final_clocks.png
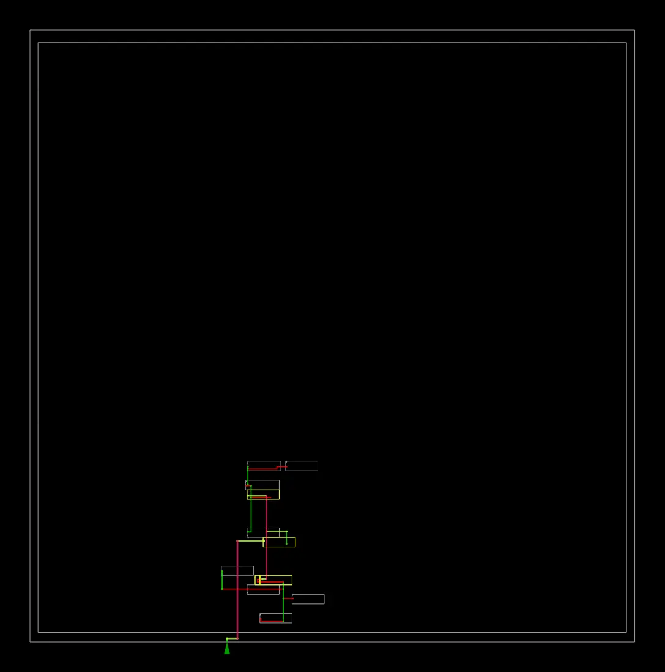
wire_density.png
Scale bar: 50 um. The die is cut into 35 by 35 equal tiles; dark blue is low, red is high, scaled to the fullest tile. Values are wire area over tile area, all layers added.
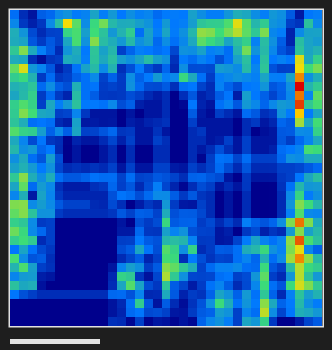
met3.png
Scale bar: 50 um.
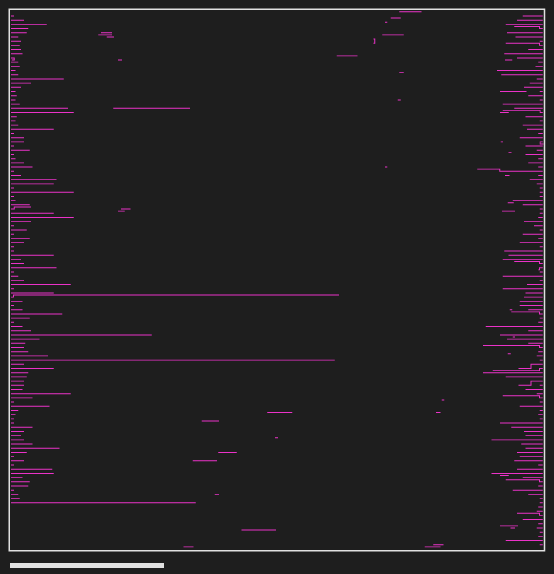
cell_classes.png
Fill, decap, tap and diode cells in grey.
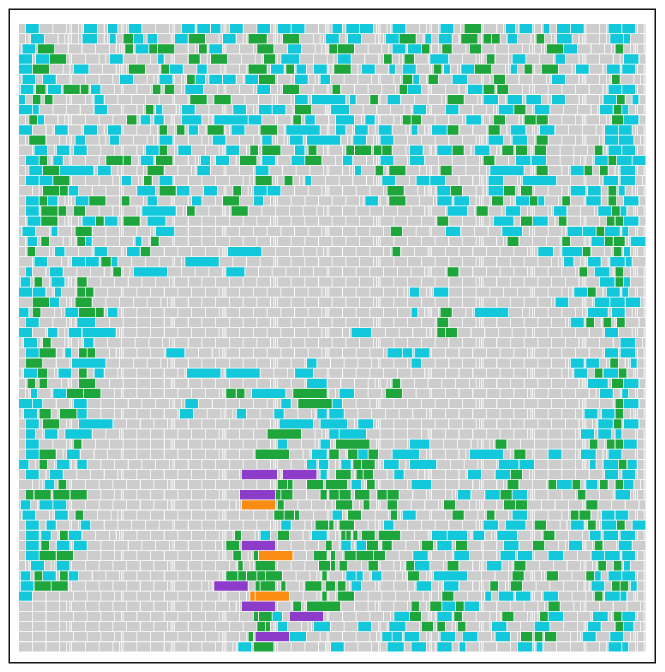
met1.png
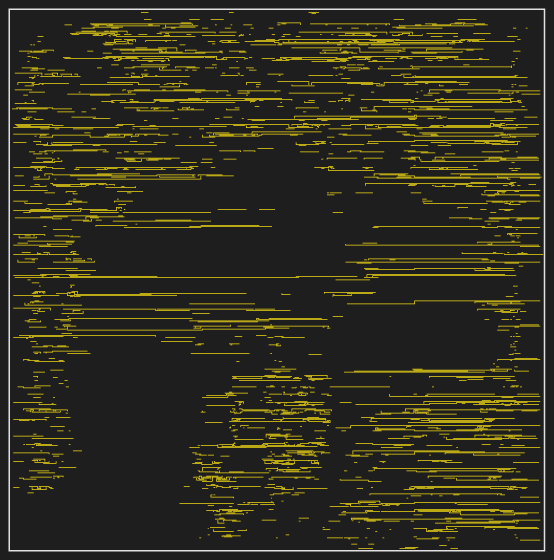
===== src/rtl/bus_pkg.sv =====
// Shared definitions for the two-master bus arbiter: FSM/owner encodings,
// default bus widths and the hold-counter sizing helper.
package bus_pkg;

    localparam int BUS_ADDR_W = 16;
    localparam int BUS_DATA_W = 64;

    typedef enum logic [1:0] {
        IDLE   = 2'd0,
        GRANT0 = 2'd1,
        GRANT1 = 2'd2
    } state_t;

    localparam logic [1:0] OWNER_NONE = 2'b00;
    localparam logic [1:0] OWNER_M0   = 2'b01;
    localparam logic [1:0] OWNER_M1   = 2'b10;

    // Counter must reach MAX_HOLD-1; a zero-width counter is never allowed.
    function automatic int hold_cnt_width(input int max_hold);
        return (max_hold < 1) ? 1 : $clog2(max_hold + 1);
    endfunction

endpackage


===== src/rtl/bus_master_mux.sv =====
// Combinational steering between the two masters and the single bus port:
// forwards the owner's request fields and returns read data only to the owner.
module bus_master_mux
    import bus_pkg::*;
#(
    parameter int ADDR_W = BUS_ADDR_W,
    parameter int DATA_W = BUS_DATA_W
) (
    input  logic [1:0]        owner,
    input  logic              m0_req,
    input  logic              m0_wr,
    input  logic [ADDR_W-1:0] m0_addr,
    input  logic [DATA_W-1:0] m0_dout,
    input  logic              m1_req,
    input  logic              m1_wr,
    input  logic [ADDR_W-1:0] m1_addr,
    input  logic [DATA_W-1:0] m1_dout,
    input  logic [DATA_W-1:0] bus_din,
    output logic              bus_req,
    output logic              bus_wr,
    output logic [ADDR_W-1:0] bus_addr,
    output logic [DATA_W-1:0] bus_dout,
    output logic [DATA_W-1:0] m0_din,
    output logic [DATA_W-1:0] m1_din
);

    logic [DATA_W-1:0] din [2];

    // Owner encoding is one-hot, so bit gi marks master gi as owner.
    generate
        for (genvar gi = 0; gi < 2; gi++) begin : g_din
            assign din[gi] = owner[gi] ? bus_din : '0;
        end
    endgenerate

    assign m0_din = din[0];
    assign m1_din = din[1];

    always_comb begin
        bus_req  = 1'b0;
        bus_wr   = 1'b0;
        bus_addr = '0;
        bus_dout = '0;
        case (owner)
            OWNER_M0: begin
                bus_req  = m0_req;
                bus_wr   = m0_wr;
                bus_addr = m0_addr;
                bus_dout = m0_dout;
            end
            OWNER_M1: begin
                bus_req  = m1_req;
                bus_wr   = m1_wr;
                bus_addr = m1_addr;
                bus_dout = m1_dout;
            end
            default: ;
        endcase
    end

endmodule


===== src/rtl/bus_arbiter.sv =====
// Round-robin two-master arbiter with a hold limit that forces handover only
// while the other master is waiting.
module bus_arbiter
    import bus_pkg::*;
#(
    parameter int ADDR_W   = BUS_ADDR_W,
    parameter int DATA_W   = BUS_DATA_W,
    parameter int MAX_HOLD = 16
) (
    input  logic              clk,
    input  logic              reset,
    input  logic              m0_req,
    input  logic              m1_req,
    input  logic              m0_wr,
    input  logic              m1_wr,
    input  logic [ADDR_W-1:0] m0_addr,
    input  logic [ADDR_W-1:0] m1_addr,
    input  logic [DATA_W-1:0] m0_dout,
    input  logic [DATA_W-1:0] m1_dout,
    output logic              m0_grant,
    output logic              m1_grant,
    output logic [DATA_W-1:0] m0_din,
    output logic [DATA_W-1:0] m1_din,
    output logic              bus_req,
    output logic              bus_wr,
    output logic [ADDR_W-1:0] bus_addr,
    output logic [DATA_W-1:0] bus_dout,
    input  logic [DATA_W-1:0] bus_din,
    output logic [1:0]        owner
);

    localparam int CNT_W = hold_cnt_width(MAX_HOLD);
    localparam logic [CNT_W-1:0] HOLD_LAST = CNT_W'((MAX_HOLD == 0) ? 0 : MAX_HOLD - 1);
    localparam logic [CNT_W-1:0] CNT_MAX   = '1;

    state_t           state_reg, state_next;
    logic [CNT_W-1:0] hold_cnt_reg;
    logic             last_reg;     // 1 = m1 was served last
    logic             contested;

    assign contested = ((state_reg == GRANT0) && m1_req) ||
                       ((state_reg == GRANT1) && m0_req);

    always_ff @(posedge clk or posedge reset) begin
        if (reset) begin
            state_reg <= IDLE;
        end else begin
            state_reg <= state_next;
        end
    end

    always_comb begin
        state_next = state_reg;
        case (state_reg)
            IDLE: begin
                if (m0_req && m1_req) state_next = last_reg ? GRANT0 : GRANT1;
                else if (m0_req)      state_next = GRANT0;
                else if (m1_req)      state_next = GRANT1;
            end
            GRANT0: begin
                if (!m0_req)
                    state_next = m1_req ? GRANT1 : IDLE;
                else if (m1_req && (MAX_HOLD != 0) && (hold_cnt_reg >= HOLD_LAST))
                    state_next = GRANT1;
            end
            GRANT1: begin
                if (!m1_req)
                    state_next = m0_req ? GRANT0 : IDLE;
                else if (m0_req && (MAX_HOLD != 0) && (hold_cnt_reg >= HOLD_LAST))
                    state_next = GRANT0;
            end
            default: state_next = IDLE;
        endcase
    end

    always_comb begin
        m0_grant = (state_reg == GRANT0);
        m1_grant = (state_reg == GRANT1);
        case (state_reg)
            GRANT0:  owner = OWNER_M0;
            GRANT1:  owner = OWNER_M1;
            default: owner = OWNER_NONE;
        endcase
    end

    // The streak counter only ages while someone else is waiting.
    always_ff @(posedge clk or posedge reset) begin
        if (reset) begin
            hold_cnt_reg <= '0;
            last_reg     <= 1'b1;
        end else if ((state_next != state_reg) && (state_next != IDLE)) begin
            hold_cnt_reg <= '0;
            last_reg     <= (state_next == GRANT1);
        end else if ((state_next == state_reg) && contested && (hold_cnt_reg != CNT_MAX)) begin
            hold_cnt_reg <= hold_cnt_reg + 1'b1;
        end
    end

    bus_master_mux #(
        .ADDR_W (ADDR_W),
        .DATA_W (DATA_W)
    ) u_mux (
        .owner    (owner),
        .m0_req   (m0_req),
        .m0_wr    (m0_wr),
        .m0_addr  (m0_addr),
        .m0_dout  (m0_dout),
        .m1_req   (m1_req),
        .m1_wr    (m1_wr),
        .m1_addr  (m1_addr),
        .m1_dout  (m1_dout),
        .bus_din  (bus_din),
        .bus_req  (bus_req),
        .bus_wr   (bus_wr),
        .bus_addr (bus_addr),
        .bus_dout (bus_dout),
        .m0_din   (m0_din),
        .m1_din   (m1_din)
    );

endmodule


===== config.mk =====
export PLATFORM = sky130hd
export DESIGN_NAME = bus_arbiter
export DESIGN_NICKNAME = d
export VERILOG_FILES = /design/src/rtl/bus_pkg.sv /design/src/rtl/bus_master_mux.sv /design/src/rtl/bus_arbiter.sv
export SDC_FILE = /design/constraint.sdc
export NUM_CORES = 1
export LEC_CHECK = 0
export CORE_AREA = 2 2 171 173
export DETAILED_ROUTE_END_ITERATION = 8
export DIE_AREA = 0 0 173 175
export GPL_TIMING_DRIVEN = 0
export PLACE_DENSITY = 0.42
export SETUP_SLACK_MARGIN = 0.4
export SLEW_MARGIN = 30
export SYNTH_ARGS = -nofsm -noshare
export SYNTH_HDL_FRONTEND = slang
export SYNTH_SLANG_ARGS = --single-unit

===== constraint.sdc =====
create_clock -name clk -period 2.5 [get_ports clk]
set_input_delay 0.25 -clock clk [delete_from_list [all_inputs] [get_ports clk]]
set_output_delay 0.25 -clock clk [all_outputs]
set_load 0.02 [all_outputs]

==> Slide: Implementation Results <==
Synthesis and Place & Route Summary

Status
  – Status: completed

Timing
  – Unrepaired setup endpoints after global routing: yes
  – Final Hold Slack: ~0.27 ns
  – Final worst-path cycle share: 0.9151
  – Number of hold violations in the final report: 0

Final layout
  – Relative area of clock buffers and inverters in the final design: 0.008292
  – Number of inserted filler cells in the final layout: 3068
  – Flip-flops: 8
  – Number of antenna repair diodes: 0
  – Layout cells sized above 1: 0.5054
  – Number of flip-flops in the largest register: 5
  – Bufs w/o clock: around 540
  – Most frequently placed logic cells in the final layout: sky130_fd_sc_hd__clkdlybuf4s50_1, sky130_fd_sc_hd__buf_6, sky130_fd_sc_hd__buf_4, sky130_fd_sc_hd__nor2b_1, sky130_fd_sc_hd__and2_1
  – Clock Buffer Count: 4
  – Logic gate fraction of the total cell area: 0.3330

Placement
  – Pre-CTS setup slack: -0.9890 ns
  – Number of instances in the placed design: between 1000 and 1500
  – Count of buffers from port buffering: 443
  – Placement Cell Area: 7921 um^2

Floorplan
  – N_taps: 384
  – Die Y-Extent: about 180 um
  – Number of placed I/O pins: 444

Worst setup path
  – Kind of end point of the critical path: flop
  – Worst setup endpoint: hold_cnt_reg[0]
  – Top delay family on crit path: simple AND/OR/NAND/NOR gates
  – R2R Setup Slk: between 0.2 and 0.25 ns

Global routing
  – Global-route wire length before repair: around 36000 um
  – Final global-route overflow total: 0
  – GR peak layer: met2
  – Initial antenna violation count: 0
  – Total track usage: 0.1576

Clock network
  – Clock tree from TritonCTS: built
  – Count of hold-fix buffers inserted at cts: 0
  – Clock root buffer: sky130_fd_sc_hd__clkbuf_16
  – Max Root-Sink Buffers: 2

Power and ir drop
  – Part of the power in combinational logic: 0.952
  – Pwr Density: around 1100 nW/um^2
  – Leak pwr: a little over 0.004 uW
  – IR drop worst, VDD: 360.2 uV
  – Total sequential power: between 200 and 250 uW
  – Comb pwr: just under 10000 uW

Drt
  – Met1 layer wirelength in the final routing: between 10000 and 15000 um
  – Uppermost layer routed: met4
  – Met3 wirelength from detailed routing: 1852 um
  – Via count: between 5000 and 6000

Logic synthesis
  – Distinct cells, synth: between 40 and 50
  – Leading post-synthesis cells by cell area: sky130_fd_sc_hd__and2_1, sky130_fd_sc_hd__a22oi_1, sky130_fd_sc_hd__nor2b_1
  – Mapped Nets: 672
  – Share of the synthesized area in the top cell type: 0.2758
  – Most common library cells after synthesis: sky130_fd_sc_hd__and2_1, sky130_fd_sc_hd__a22oi_1, sky130_fd_sc_hd__nor2b_1, sky130_fd_sc_hd__clkbuf_1, sky130_fd_sc_hd__ha_1
  – Top cell type by instance count after synthesis: sky130_fd_sc_hd__and2_1

Flow run
  – Log Warnings: 35
Notes on final_clocks.png above:
number of clock sinks: 8
power of the clock network: 279 uW
later-pin clock latency in the skew report: 0.23 ns

Notes on wire_density.png above:
emptiest ninth of the die: bottom left
densest ninth of the die: top right
mean over tiles: 0.14
fullest tile: 0.64

Notes on met3.png above:
share of all routed wire: 7.0%
longest straight run: 105 um

Notes on cell_classes.png above:
| class | colour | cells | share of their area |
|---|---|---|---|
| flip-flops | purple | 8 | 2.2% |
| all other logic | green | 376 | 35% |
| clock drivers and dummy loads | orange | 4 | 0.87% |
| other buffers and delay cells | cyan | 538 | 61% |

Notes on met1.png above:
main direction: horizontal
nets with wire on the layer: 975
longest straight run: 92.0 um
met1 track utilization from global routing: 0.1833
Routed Wire Length: 26440 um

No activity file was given, so power comes from the tool's default toggle rates.
